==> config.mk <==
export PLATFORM = sky130hd
export DESIGN_NAME = dpram_burst_reader
export DESIGN_NICKNAME = d
export VERILOG_FILES = /design/src/rtl/dpram_pkg.sv /design/src/rtl/hv_word_fifo.sv /design/src/rtl/dpram_burst_reader.sv
export SDC_FILE = /design/constraint.sdc
export NUM_CORES = 1
export LEC_CHECK = 0
export CORE_UTILIZATION = 56
export CTS_CLUSTER_DIAMETER = 150
export DETAILED_ROUTE_END_ITERATION = 8
export PLACE_DENSITY = 0.79
export SKIP_LAST_GASP = 1
export SYNTH_ARGS = -nofsm -noshare
export SYNTH_HDL_FRONTEND = slang
export SYNTH_SLANG_ARGS = --single-unit
export TNS_END_PERCENT = 100
==> constraint.sdc <==
create_clock -name clk -period 4.4 [get_ports clk]
set_input_delay 0.88 -clock clk [delete_from_list [all_inputs] [get_ports clk]]
set_output_delay 0.88 -clock clk [all_outputs]
set_load 0.05 [all_outputs]
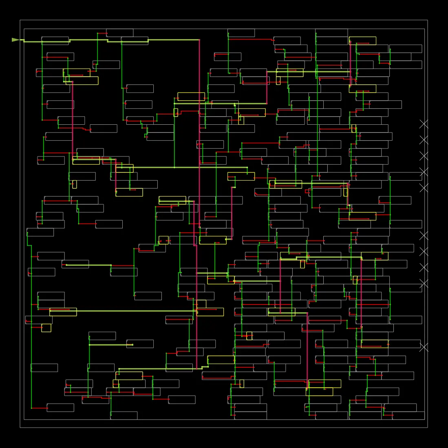
Figure 1: run 1, clock routing.
clock buf count: 28
number of CTS-inserted buffers: 23
Skew-Pair Late Insertion Delay: 500 ps

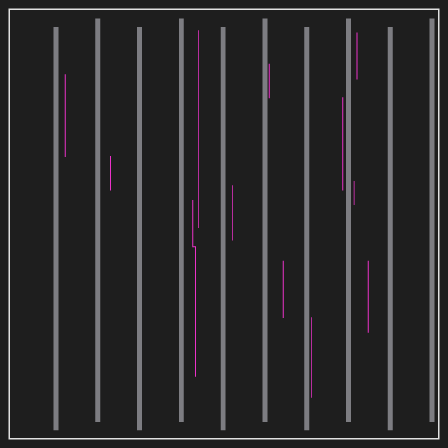
Figure 2: run 1, M4 wires.
Supply wires on this layer in grey.
The layer holds 1.3% of the routed length. The layer carries 308 µm of wire. The wires run mostly vertical. The longest straight run is 63.9 µm.
Vias: 7420
final wirelength: 23400 µm

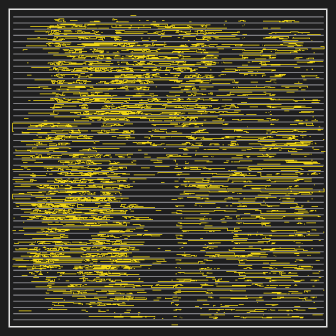
Figure 3: run 1, signal wires on met1.
Supply wires on this layer in grey.
977 nets have wire on it. The layer holds 43% of the routed length.
met1 Usage GRT: 34.4%

==> flow_metrics.py, run 1 <==
# Generated from Yosys and OpenROAD reports
metrics = {
    "placed_design": {
        "placed_area_um2": 12100,
        "io_buffers": 129,
        "dpl.hpwl_um": 15000,
    },
    "cts": {
        "root_buffer": "clkbuf_16",
        "ctsResizeCount": 0,
        "htreeDepth": 1,
        "path_clk_slew_ps": 60,
    },
    "detailed_routing": {
        "initialDrtViolationCount": 573,
        "route.antenna.remaining_nets": 0,
        "vias_per_cell": 5.95,
        "first_pass_iters": 9,
        "drcViolationCount": 10,
    },
    "synthesis": {
        "synth-edff-count": 128,
        "ys_top_cells_by_area": "edfxtp_1 (37%), dfrtp_1 (21%), mux4_2 (6.9%)",
        "ys_sh_simple_pct": 14.7,
        "synth_nets": 967,
        "flop_cell": "edfxtp_1",
        "syn_avg_cell_area_um2": 12.0,
        "ys_area_um2": 10500,
        "syn_inst": 876,
        "syn-cell-area_um2": 10500,
        "yosysWarnings": 0,
        "synth-adder-area-share_pct": 2.28,
        "compound_area_share_pct": 10.4,
        "async_reset_ff_share_pct": 41.3,
        "top_logic_kind": "simple AND/OR/NAND/NOR gates",
        "top_area_cell": "edfxtp_1",
    },
    "job": {
        "warning_count": 33,
    },
    "floorplan": {
        "fp.coreArea_um2": 18200,
        "chipArea_um2": 19300,
        "fp_util_pct": 57.7,
    },
    "timing": {
        "worst_slack_ps": 548,
        "max_clock_freq_mhz": 260,
        "setup_violations": 0,
        "period_minus_slack_ps": 3850,
        "slew_headroom_pct": 39.3,
        "period_used_pct": 87.5,
        "rsz0062_at_grt": "no",
        "worst_pin_slew_ps": 902,
    },
    "outcome": {
        "status": "finished with violations",
        "violations": "design-rule violations",
    },
    "final_layout": {
        "antenna_cells": 0,
        "fill_cells": 1288,
        "largest_reg_flops": 128,
    },
    "hold_path": {
        "whs_path_depth": 0,
    },
    "global_routing": {
        "grt_pass1_wl_um": 38200,
    },
    "worst_setup_path": {
        "ff2ff_setup_slack_ps": 1170,
        "slowest_stage": "clkdlybuf4s50_1",
        "slowest_delay_ps": 860,
        "worstPathArrival_ps": 2970,
    },
    "pwr": {
        "ir_drop_mv": 0.298,
    },
}
run 1: critical path: cells and delay by family, from the launching register on:
family,cells,cell delay [ps]
and+or+nand+nor,4,1190
buffers and inverters,1,860
DFF,1,430
run 1: stage by stage:
step                total power (µW)  util, %  hold WS (ps)  instances
finish                          6380     70.3           351       1247
global route                    6640     70.3           367       1247
CTS                             6450     70.3           353       1247
detailed placement              4560     66.3           338       1206
global placement                4530     66.3           332       1206
floorplan                       3880        -           331        876
run 1: cells in the mapped netlist (17+ instances only):
| cell | number |
|---|---|
| inv_1 | 24 |
| nor2_1 | 68 |
| mux4_2 | 32 |
| o21ai_0 | 50 |
| xnor2_1 | 22 |
| xor2_1 | 17 |
| nor2b_1 | 34 |
| clkbuf_1 | 35 |
| a21oi_1 | 51 |
| a31oi_1 | 17 |
| nand2_1 | 86 |
| edfxtp_1 | 128 |
| dfrtp_1 | 89 |
run 1: cells by family after synthesis:
family	count (synthesis)
XOR/XNOR	39
adder cells (fa/ha/maj)	18
AND-OR/OR-AND	175
multiplexers	49
AND/OR/NAND/NOR	305
buffers and inverters	72
flip-flops	218
run 1: where the power goes:
part | internal [µW] | switching [µW] | leakage (µW)
Combinational | 869 | 1260 | 0.00206
Sequential | 2270 | 123 | 0.00234
Clock | 1090 | 776 | 0.000354
run 1: final cells by class:
class                      instances  area (µm²)  area share, %
timing repair buffer             148        1440           11.3
clock inverter                    13         134           1.05
tap                              229         287           2.24
sequential                       218        6100           47.7
inverter                          25        93.8          0.733
clock buffer                      28         594           4.64
multi-input combinational        586        4150           32.4
run 1: per-layer routing:
layer	track usage (%)	vias up	wire [µm]	part of all wire [%]
li1	-	3509	-	-
met1	34.4	3632	10100	43
met2	41.5	250	11500	49
met3	3.38	29	1410	6.0
met4	5.20	0	307	1.3
met5	0	-	0	0
## Run 2: what changed since run 1
Settings changed: CORE_MARGIN set to 4, CTS_CLUSTER_SIZE set to 8, GPL_ROUTABILITY_DRIVEN set to 0.
==> run 2 against run 1 <==
Net effect: global-route usage down 2.5 points; core utilization is 0.90 points higher; combinational power barely moved; power is 4.6% higher; worst hold slack worse by 5.3 ps; via count decreased by 0.44%; clock-buffer cell count grew 25; final cell count grew 1.0%; flip-flop count unchanged; wire length is 0.59% higher; the flow now finishes without violations; clock skew decreased by 2.0 ps; register-to-register slack worse by 40 ps.
==> flow_metrics.py, run 2 <==
# Generated from Yosys and OpenROAD reports
metrics = {
    "hold_path": {
        "whs_path_depth": 0,
    },
    "pwr": {
        "pwr-share-comb_pct": 31.9,
        "switching_power_uw": 2230,
        "p_seq_share_pct": 35.8,
        "p_clk_share_pct": 32.3,
        "switching_share_pct": 33.5,
        "ir_drop_mv": 0.288,
        "internal_power_uw": 4440,
    },
    "detailed_routing": {
        "first_pass_iters": 5,
        "initialDrtViolationCount": 546,
        "route.antenna.remaining_nets": 0,
        "drcViolationCount": 0,
    },
    "global_routing": {
        "grt_busiest_layer": "met2",
        "met3_usage_pct": 3.59,
        "met2_usage_pct": 36.5,
        "grt_pass1_wl_um": 38800,
        "grt_usage_pct": 22.1,
        "globalRouteMet1Util_pct": 31.7,
    },
    "worst_setup_path": {
        "crit_buf_inv": 1,
        "path_max_fanout": 5,
        "slowest_stage": "clkdlybuf4s50_1",
        "startpoint_type": "flop",
        "crit_required_ps": 3520,
        "path_delay_family": "simple AND/OR/NAND/NOR gates",
        "ff2ff_setup_slack_ps": 1130,
        "cp.depth": 5,
        "cp-end-kind": "output pin",
    },
    "floorplan": {
        "fp.coreArea_um2": 18200,
        "chipArea_um2": 21000,
        "fp_util_pct": 57.7,
        "die_w_um": 145,
    },
    "cts": {
        "clock_latency_ps": 540,
        "path_clk_slew_ps": 50,
        "cts_made_buffers": 31,
        "ctsResizeCount": 0,
        "root_buffer": "clkbuf_16",
        "htreeDepth": 1,
    },
    "synthesis": {
        "synth_nets": 967,
        "synthTopCellsByCount": "edfxtp_1 (128), dfrtp_1 (89), nand2_1 (86), nor2_1 (68), a21oi_1 (51)",
        "ys_area_um2": 10500,
        "yosysMostFrequentCell": "edfxtp_1",
        "flop_cell": "edfxtp_1",
        "top_area_cell": "edfxtp_1",
        "syn-cell-area_um2": 10500,
        "synth-edff-count": 128,
        "synth_cell_types": 73,
        "async_reset_ff_share_pct": 41.3,
        "syn_avg_cell_area_um2": 12.0,
        "yosysWarnings": 0,
    },
    "final_layout": {
        "largest_reg_flops": 128,
        "antenna_cells": 0,
        "fill_cells": 1275,
        "utilization_pct": 71.2,
        "seq_area_um2": 6100,
        "comb_area_um2": 4150,
    },
    "timing": {
        "rsz0062_at_grt": "no",
        "worst_pin_slew_ps": 885,
        "slew_headroom_pct": 40.5,
        "max_clock_freq_mhz": 249,
        "period_used_pct": 91.4,
        "period_minus_slack_ps": 4020,
        "setup_violations": 0,
    },
    "outcome": {
        "status": "finished clean",
    },
    "placed_design": {
        "dpl.hpwl_um": 15400,
        "io_buffers": 129,
    },
    "job": {
        "warning_count": 33,
    },
}
==> run 2: stage by stage <==
step | setup WS [ps] | std cells | power, µW | hold WS (ps) | instance area [µm²]
after floorplan | 784 | 876 | 3880 | 331 | 10500
after global placement | 577 | 1205 | 4520 | 334 | 12100
after detailed placement | 514 | 1205 | 4560 | 336 | 12100
after CTS | 392 | 1260 | 6740 | 348 | 13000
after global routing | 221 | 1260 | 6970 | 358 | 13000
final | 380 | 1260 | 6670 | 346 | 13000
==> run 2: logic make-up (layout without fill, tap and decap cells) <==
family | count (synthesis) | after routing | share of synthesized area, %
adders and majority gates | 18 | 18 | 2.28
DFF | 218 | 218 | 58.0
muxes | 49 | 49 | 8.51
and+or+nand+nor | 305 | 305 | 14.7
AOI/OAI and AO/OA | 175 | 175 | 10.4
xor gates and xnor gates | 39 | 39 | 3.25
buffers and inverters | 72 | 227 | 2.81
==> run 2: area by class of cell <==
cell class	instances	share of cell area [%]
multi-input cells	586	32.0
flip-flops and latches	218	47.1
clock inverters	2	0.222
well taps	229	2.21
repair buffers	147	11.2
inverters	25	0.724
clock buffers	53	6.62
==> run 2: routing by layer <==
| metal | routed length [µm] | vias up |
|---|---|---|
| li1 | - | 3520 |
| met1 | 10300 | 3551 |
| met2 | 11300 | 280 |
| met3 | 1450 | 36 |
| met4 | 394 | 0 |
| met5 | 0 | - |
==> run 2: power groups by stage <==
stage | logic (µW) | clock network (µW) | registers (µW)
6_report | 2130 | 2160 | 2390
3_5_place_dp | 2130 | 0 | 2420
3_3_place_gp | 2100 | 0 | 2420
2_1_floorplan | 1510 | 0 | 2370
4_1_cts | 2150 | 2200 | 2390
5_1_grt | 2250 | 2310 | 2400
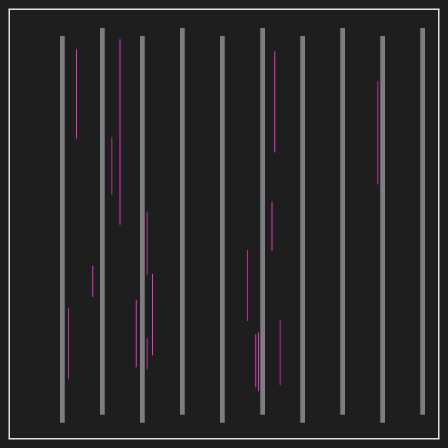
Figure 4: run 2, M4 wires.
Supply wires on this layer in grey.
The layer carries 394 µm of wire. 9 nets have wire on it. The longest straight run is 62.6 µm. The layer holds 1.7% of the routed length.
final wirelength: 23500 µm
Vias: 7387

Power and IR drop assume default switching activity.
